**src/rtl/uart_imem_loader.sv**
```systemverilog
// Program-load writer for the instruction RAM: an 8N1 UART receiver feeding a
// length-prefixed, big-endian word assembler that drives the RAM write port.
module uart_imem_loader #(
    parameter int CLKS_PER_BIT = 2604,
    parameter int ADDR_WIDTH   = 14
) (
    input  logic                  clock,
    input  logic                  reset,
    input  logic                  start,
    input  logic                  uart_rx,
    output logic                  imem_we,
    output logic [ADDR_WIDTH-1:0] imem_addr,
    output logic [31:0]           imem_wdata,
    output logic                  busy,
    output logic                  done,
    output logic                  err,
    output logic [15:0]           words_loaded
);

    localparam int                 CNT_W     = $clog2(CLKS_PER_BIT);
    localparam logic [CNT_W-1:0]   HALF_CNT  = CNT_W'(CLKS_PER_BIT / 2 - 1);
    localparam logic [CNT_W-1:0]   FULL_CNT  = CNT_W'(CLKS_PER_BIT - 1);
    localparam logic [16:0]        MAX_WORDS = 17'(1) << ADDR_WIDTH;

    typedef enum logic [1:0] {RX_IDLE, RX_START, RX_DATA, RX_STOP} rxState_t;
    typedef enum logic [2:0] {L_IDLE, L_LEN_HI, L_LEN_LO, L_DATA, L_DONE} lState_t;

    logic                  rxMeta_q, rxSync_q;
    rxState_t              rxState_q, rxState_d;
    logic [CNT_W-1:0]      rxCnt_q, rxCnt_d;
    logic [2:0]            rxBit_q, rxBit_d;
    logic [7:0]            rxShift_q, rxShift_d;
    logic                  byteValid, frameErr;
    logic [7:0]            byteData;

    lState_t               lState_q, lState_d;
    logic [7:0]            lenHi_q, lenHi_d;
    logic [15:0]           wordCount_q, wordCount_d;
    logic [31:0]           word_q, word_d;
    logic [1:0]            byteIdx_q, byteIdx_d;
    logic [ADDR_WIDTH-1:0] addr_q, addr_d;
    logic [15:0]           wordsLoaded_q, wordsLoaded_d;
    logic                  we_q, we_d;
    logic [31:0]           wdata_q, wdata_d;
    logic                  busy_q, busy_d;
    logic                  done_q, done_d;
    logic                  err_q, err_d;

    assign byteData     = rxShift_q;
    assign imem_we      = we_q;
    assign imem_addr    = addr_q;
    assign imem_wdata   = wdata_q;
    assign busy         = busy_q;
    assign done         = done_q;
    assign err          = err_q;
    assign words_loaded = wordsLoaded_q;

    // Two-flop synchronizer for the asynchronous serial line, idling high.
    always_ff @(posedge clock) begin
        if (reset) begin
            rxMeta_q <= 1'b1;
            rxSync_q <= 1'b1;
        end else begin
            rxMeta_q <= uart_rx;
            rxSync_q <= rxMeta_q;
        end
    end

    // Receiver state, bit-timing counter and shift register.
    always_ff @(posedge clock) begin
        if (reset) begin
            rxState_q <= RX_IDLE;
            rxCnt_q   <= '0;
            rxBit_q   <= '0;
            rxShift_q <= '0;
        end else begin
            rxState_q <= rxState_d;
            rxCnt_q   <= rxCnt_d;
            rxBit_q   <= rxBit_d;
            rxShift_q <= rxShift_d;
        end
    end

    // Receiver next state: mid-bit sampling, LSB first, one-cycle byte/frame-error strobes.
    always_comb begin
        rxState_d = rxState_q;
        rxCnt_d   = rxCnt_q;
        rxBit_d   = rxBit_q;
        rxShift_d = rxShift_q;
        byteValid = 1'b0;
        frameErr  = 1'b0;
        case (rxState_q)
            RX_IDLE: begin
                if (!rxSync_q) begin
                    rxState_d = RX_START;
                    rxCnt_d   = '0;
                    rxBit_d   = '0;
                end
            end
            RX_START: begin
                if (rxCnt_q == HALF_CNT) begin
                    rxCnt_d   = '0;
                    rxState_d = rxSync_q ? RX_IDLE : RX_DATA;
                end else begin
                    rxCnt_d = rxCnt_q + CNT_W'(1);
                end
            end
            RX_DATA: begin
                if (rxCnt_q == FULL_CNT) begin
                    rxCnt_d   = '0;
                    rxShift_d = {rxSync_q, rxShift_q[7:1]};
                    if (rxBit_q == 3'd7) begin
                        rxState_d = RX_STOP;
                    end else begin
                        rxBit_d = rxBit_q + 3'd1;
                    end
                end else begin
                    rxCnt_d = rxCnt_q + CNT_W'(1);
                end
            end
            RX_STOP: begin
                if (rxCnt_q == FULL_CNT) begin
                    rxCnt_d   = '0;
                    rxState_d = RX_IDLE;
                    if (rxSync_q) begin
                        byteValid = 1'b1;
                    end else begin
                        frameErr = 1'b1;
                    end
                end else begin
                    rxCnt_d = rxCnt_q + CNT_W'(1);
                end
            end
            default: rxState_d = RX_IDLE;
        endcase
    end

    // Loader state and every registered output.
    always_ff @(posedge clock) begin
        if (reset) begin
            lState_q      <= L_IDLE;
            lenHi_q       <= '0;
            wordCount_q   <= '0;
            word_q        <= '0;
            byteIdx_q     <= '0;
            addr_q        <= '0;
            wordsLoaded_q <= '0;
            we_q          <= 1'b0;
            wdata_q       <= '0;
            busy_q        <= 1'b0;
            done_q        <= 1'b0;
            err_q         <= 1'b0;
        end else begin
            lState_q      <= lState_d;
            lenHi_q       <= lenHi_d;
            wordCount_q   <= wordCount_d;
            word_q        <= word_d;
            byteIdx_q     <= byteIdx_d;
            addr_q        <= addr_d;
            wordsLoaded_q <= wordsLoaded_d;
            we_q          <= we_d;
            wdata_q       <= wdata_d;
            busy_q        <= busy_d;
            done_q        <= done_d;
            err_q         <= err_d;
        end
    end

    // Loader protocol: header length check, word assembly, write then advance the index.
    always_comb begin
        lState_d      = lState_q;
        lenHi_d       = lenHi_q;
        wordCount_d   = wordCount_q;
        word_d        = word_q;
        byteIdx_d     = byteIdx_q;
        addr_d        = addr_q;
        wordsLoaded_d = wordsLoaded_q;
        we_d          = 1'b0;
        wdata_d       = wdata_q;
        busy_d        = busy_q;
        done_d        = done_q;
        err_d         = err_q;
        if (frameErr && (lState_q != L_IDLE)) begin
            err_d    = 1'b1;
            busy_d   = 1'b0;
            lState_d = L_IDLE;
        end else begin
            case (lState_q)
                L_IDLE: begin
                    if (start) begin
                        lState_d      = L_LEN_HI;
                        busy_d        = 1'b1;
                        done_d        = 1'b0;
                        err_d         = 1'b0;
                        wordsLoaded_d = '0;
                        addr_d        = '0;
                    end
                end
                L_LEN_HI: begin
                    if (byteValid) begin
                        lenHi_d  = byteData;
                        lState_d = L_LEN_LO;
                    end
                end
                L_LEN_LO: begin
                    if (byteValid) begin
                        wordCount_d = {lenHi_q, byteData};
                        byteIdx_d   = '0;
                        if ({lenHi_q, byteData} == 16'd0) begin
                            lState_d = L_DONE;
                        end else if ({1'b0, lenHi_q, byteData} > MAX_WORDS) begin
                            err_d    = 1'b1;
                            busy_d   = 1'b0;
                            lState_d = L_IDLE;
                        end else begin
                            lState_d = L_DATA;
                        end
                    end
                end
                L_DATA: begin
                    if (we_q) begin
                        wordsLoaded_d = wordsLoaded_q + 16'd1;
                        if (addr_q != '1) begin
                            addr_d = addr_q + ADDR_WIDTH'(1);
                        end
                        if ((wordsLoaded_q + 16'd1) == wordCount_q) begin
                            lState_d = L_DONE;
                        end
                    end else if (byteValid) begin
                        word_d    = {word_q[23:0], byteData};
                        byteIdx_d = byteIdx_q + 2'd1;
                        if (byteIdx_q == 2'd3) begin
                            we_d    = 1'b1;
                            wdata_d = {word_q[23:0], byteData};
                        end
                    end
                end
                L_DONE: begin
                    busy_d   = 1'b0;
                    done_d   = 1'b1;
                    lState_d = L_IDLE;
                end
                default: lState_d = L_IDLE;
            endcase
        end
    end

endmodule
```
**config.mk**
```make
export PLATFORM = sky130hd
export DESIGN_NAME = uart_imem_loader
export DESIGN_NICKNAME = d
export VERILOG_FILES = /design/src/rtl/uart_imem_loader.sv
export SDC_FILE = /design/constraint.sdc
export NUM_CORES = 1
export LEC_CHECK = 0
export CORE_ASPECT_RATIO = 1.75
export CORE_UTILIZATION = 25
export DETAILED_ROUTE_END_ITERATION = 10
export PLACE_DENSITY = 0.43
export SETUP_SLACK_MARGIN = 0.02
export SLEW_MARGIN = 20
export SYNTH_ARGS = -nofsm -noshare
export SYNTH_HDL_FRONTEND = slang
export SYNTH_SLANG_ARGS = --single-unit
```
**constraint.sdc**
```tcl
create_clock -name clock -period 6.09 [get_ports clock]
set_input_delay 0.609 -clock clock [delete_from_list [all_inputs] [get_ports clock]]
set_output_delay 0.609 -clock clock [all_outputs]
set_load 0.005 [all_outputs]
```
==> notes.md <==
Notes from the flow run.

Outcome:
- The run finished with clean final reports.

Timing:
- The run gives the clock tree skew after final layout as around 0.0073 ns.
- The run gives the minimum period implied by the final worst setup slack as around 3.7 ns.
- The run gives the setup TNS after final layout as 0 ns.
- Setup repair after global routing left no endpoint under its margin.
- On the final layout, the worst hold slack is roughly 0.42 ns.
- The run gives the worst slew margin relative to its limit as between 20% and 30%.
- Per the final timing report, the hold violations number 0.

Clock tree:
- Once the clock tree was built, the resizer swapped 0 gates to a different size.
- The run gives the clock net sink count as 146.
- The run gives the setup fix buffers added after clock tree synthesis as 0.
- The run gives the post-cts hold-fix buffer tally as 0.

Power:
- The dominant power group in this design is the clock network.
- The run puts the net switching fraction of the power at between 20% and 30%.
- The run puts the part of the power in the clock network at 48.5%.
- The run puts the internal power of the cells at between 0.0015 and 0.002 W.
- Sequential cells account for between 40% and 50% of the total power.
- The run puts the clock network power consumption at approximately 0.0011 W.
- The power report attributes to the combinational group a share of under 10%.
- The run puts the net switching power at about 0.0006 W.
- Combinational power for this build is between 0.00015 and 0.0002 W.

Finish:
- The run gives the count of fill cells added during filler insertion as approximately 2.8k.
- The run puts the number of logic gates at ~630.
- The run puts the combined flip-flop and latch cell area at between 2000 and 3000 um2.

Route:
- The first routing iteration left between 200 and 300 violations.
- The run puts the DRC violation count after routing at 0.
- Before antenna repair, the detailed router went through 4 iterations.
- The detailed router used layers up to and including met4.
- The run gives the via total after detailed routing as about 6k.
- The run puts the average wire per standard cell at ~16 um.

Critical path:
- The worst setup path is launched from a register.
- The run puts the highest net fanout along the worst path at 26.
- Data on the critical path arrives at its endpoint at around 4.0 ns.
- By instance count, the cell type seen most on the critical path is sky130_fd_sc_hd__nand2_1.
- Walking the worst path, the cells encountered are ha_1 -> nand4_1 -> nor4_4 -> and4bb_1 -> nand2_1 -> buf_4 -> nand2_1 -> a21oi_2.

Synth:
- The run gives the share of the synthesized area in the top cell type as 43.1%.
- The run puts the Yosys chip area at between 6000 and 7000 um2.
- The run puts the fraction of the yosys area taken by sequential cells at about 43%.
- The main area contributors are sky130_fd_sc_hd__dfxtp_1 (43%), sky130_fd_sc_hd__nand2_1 (11%), sky130_fd_sc_hd__a21oi_1 (7.6%).
- The run puts the post-synthesis cell type count at 66.

Worst hold path:
- The tightest min-delay check is of the register to register type.

Run:
- The run gives the max-cap violation count as 0.

Global route:
- The total overflow left after global routing is 0.
- The run puts the number of antenna violations at the first check in global routing at 0.

Floorplanning:
- The run gives the core utilization at floorplan as between 20% and 30%.
==> kinds of logic after synthesis <==
| family | after synthesis | share of synthesized area [%] |
|---|---|---|
| buffers and inverters | 64 | 4.69 |
| XOR/XNOR | 25 | 3.23 |
| AND/OR/NAND/NOR | 379 | 27.4 |
| adder cells (fa/ha/maj) | 7 | 1.29 |
| flip-flops | 146 | 43.1 |
| multiplexers | 5 | 0.757 |
| AND-OR/OR-AND | 213 | 19.5 |
==> final timing paths <==
path                                start                    endpoint  slack [ns]  depth (start not counted)
hold / removal        rxMeta_q$_SDFF_PP1_         rxSync_q$_SDFF_PP1_        0.42                          1
setup / recovery  rxCnt_q[0]$_SDFFE_PP0P_  imem_wdata[3]$_SDFFE_PP0P_        2.34                          8
hold reg to reg       rxMeta_q$_SDFF_PP1_         rxSync_q$_SDFF_PP1_        0.42                          1
setup reg to reg  rxCnt_q[0]$_SDFFE_PP0P_  imem_wdata[3]$_SDFFE_PP0P_        2.34                          8
==> stage by stage <==
stage                     worst slack [ns]  instances
after floorplan                       3.92        839
after global placement                2.37       1183
after detailed placement              2.30       1183
after CTS                             2.26       1215
after global routing                  1.93       1215
final                                 2.34       1215
==> cell usage after synthesis, types with 13 or more instances <==
cell / number
sky130_fd_sc_hd__buf_2: 17
sky130_fd_sc_hd__a21oi_1: 103
sky130_fd_sc_hd__a21oi_2: 30
sky130_fd_sc_hd__clkbuf_1: 28
sky130_fd_sc_hd__nand2_1: 203
sky130_fd_sc_hd__nor3_1: 14
sky130_fd_sc_hd__or4_1: 16
sky130_fd_sc_hd__nor2_1: 33
sky130_fd_sc_hd__o21ai_0: 31
sky130_fd_sc_hd__nand3_1: 18
sky130_fd_sc_hd__xnor2_1: 13
sky130_fd_sc_hd__dfxtp_1: 146
==> sequential cells by signal, indices dropped and copies added (netlist names), named ones only <==
name,flops
imem_wdata,32
done,1
byteIdx_q,2
byteData,8
imem_we,1
rxCnt_q,12
imem_addr,14
busy,1
word_q,24
rxState_q,1
lState_q,3
rxMeta_q,1
rxBit_q,3
wordCount_q,16
lenHi_q,8
words_loaded,16
rxSync_q,1
err,1
==> cell usage in the layout, fill, tap and decap left out, drive strengths merged, types with 6 or more instances in the layout <==
| cell | synthesis | layout |
|---|---|---|
| nor3 | 14 | 14 |
| nor3b | 9 | 9 |
| or3 | 13 | 13 |
| a21oi | 133 | 133 |
| clkdlybuf4s50 | 0 | 68 |
| o31ai | 12 | 12 |
| inv | 11 | 21 |
| nand2 | 213 | 213 |
| ha | 7 | 7 |
| o21ai | 31 | 31 |
| nor2 | 33 | 33 |
| dfxtp | 146 | 146 |
| nor4 | 7 | 7 |
| nand4 | 11 | 11 |
| xnor2 | 13 | 13 |
| a31oi | 6 | 6 |
| nand3 | 18 | 18 |
| and3 | 11 | 11 |
| xor2 | 12 | 12 |
| or4 | 16 | 16 |
| clkbuf | 28 | 18 |
==> worst reg2reg max path, delay by kind of cell, from the launching register on <==
family	cells	cell delay [ns]
AND/OR/NAND/NOR	5	2.52
flip-flops	1	0.39
buffers and inverters	1	0.39
adder cells (fa/ha/maj)	1	0.23
AND-OR/OR-AND	1	0.05
**Power grid**

The bar under the picture is 50 um long. Pins as bars on the die edge.
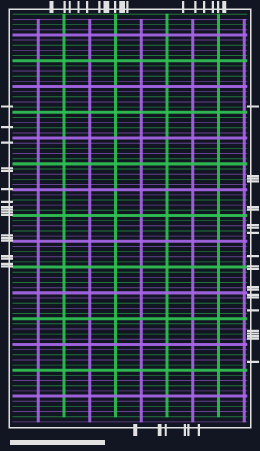
- VSS: purple
- VDD: green
- met4 straps: 9
- met5 straps: 15
- signal pins: 70
- met1 rails: 80
- rows: 79
die x size: 126 um
worst supply voltage drop on vdd: 0.174 mV

**Placed cells, one colour a class**

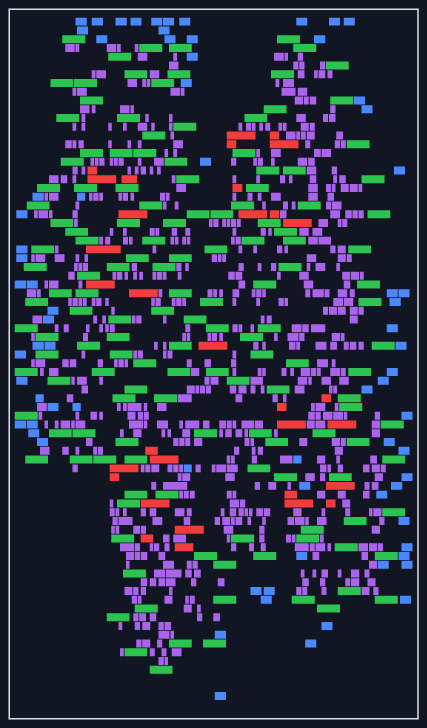
- flip-flops: green (cells 146)
- clock drivers and dummy loads: red (cells 32)
- other buffers and delay cells: blue (cells 73)
- all other logic: purple (cells 640)
sequential share of cell area: 35.5%
post-route cell area: 8230 um2
Final Core Density: 31.0%

**Clock network drawn from the DEF**

The bar under the picture is 50 um long.
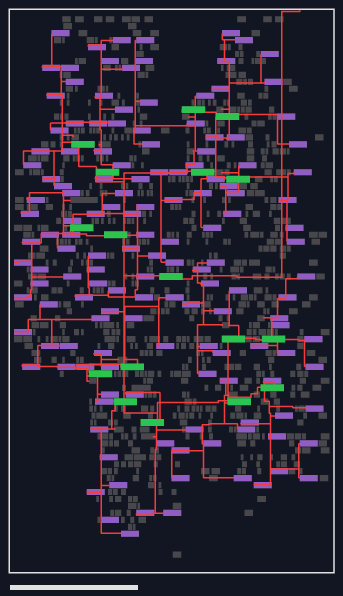
- cells driving clock nets: green (count 17)
- clock wires: red (length 2,290 um)
- flip-flops: purple (count 146)
- flops lie: widely spread

Power is estimated from default activity; no workload was simulated.
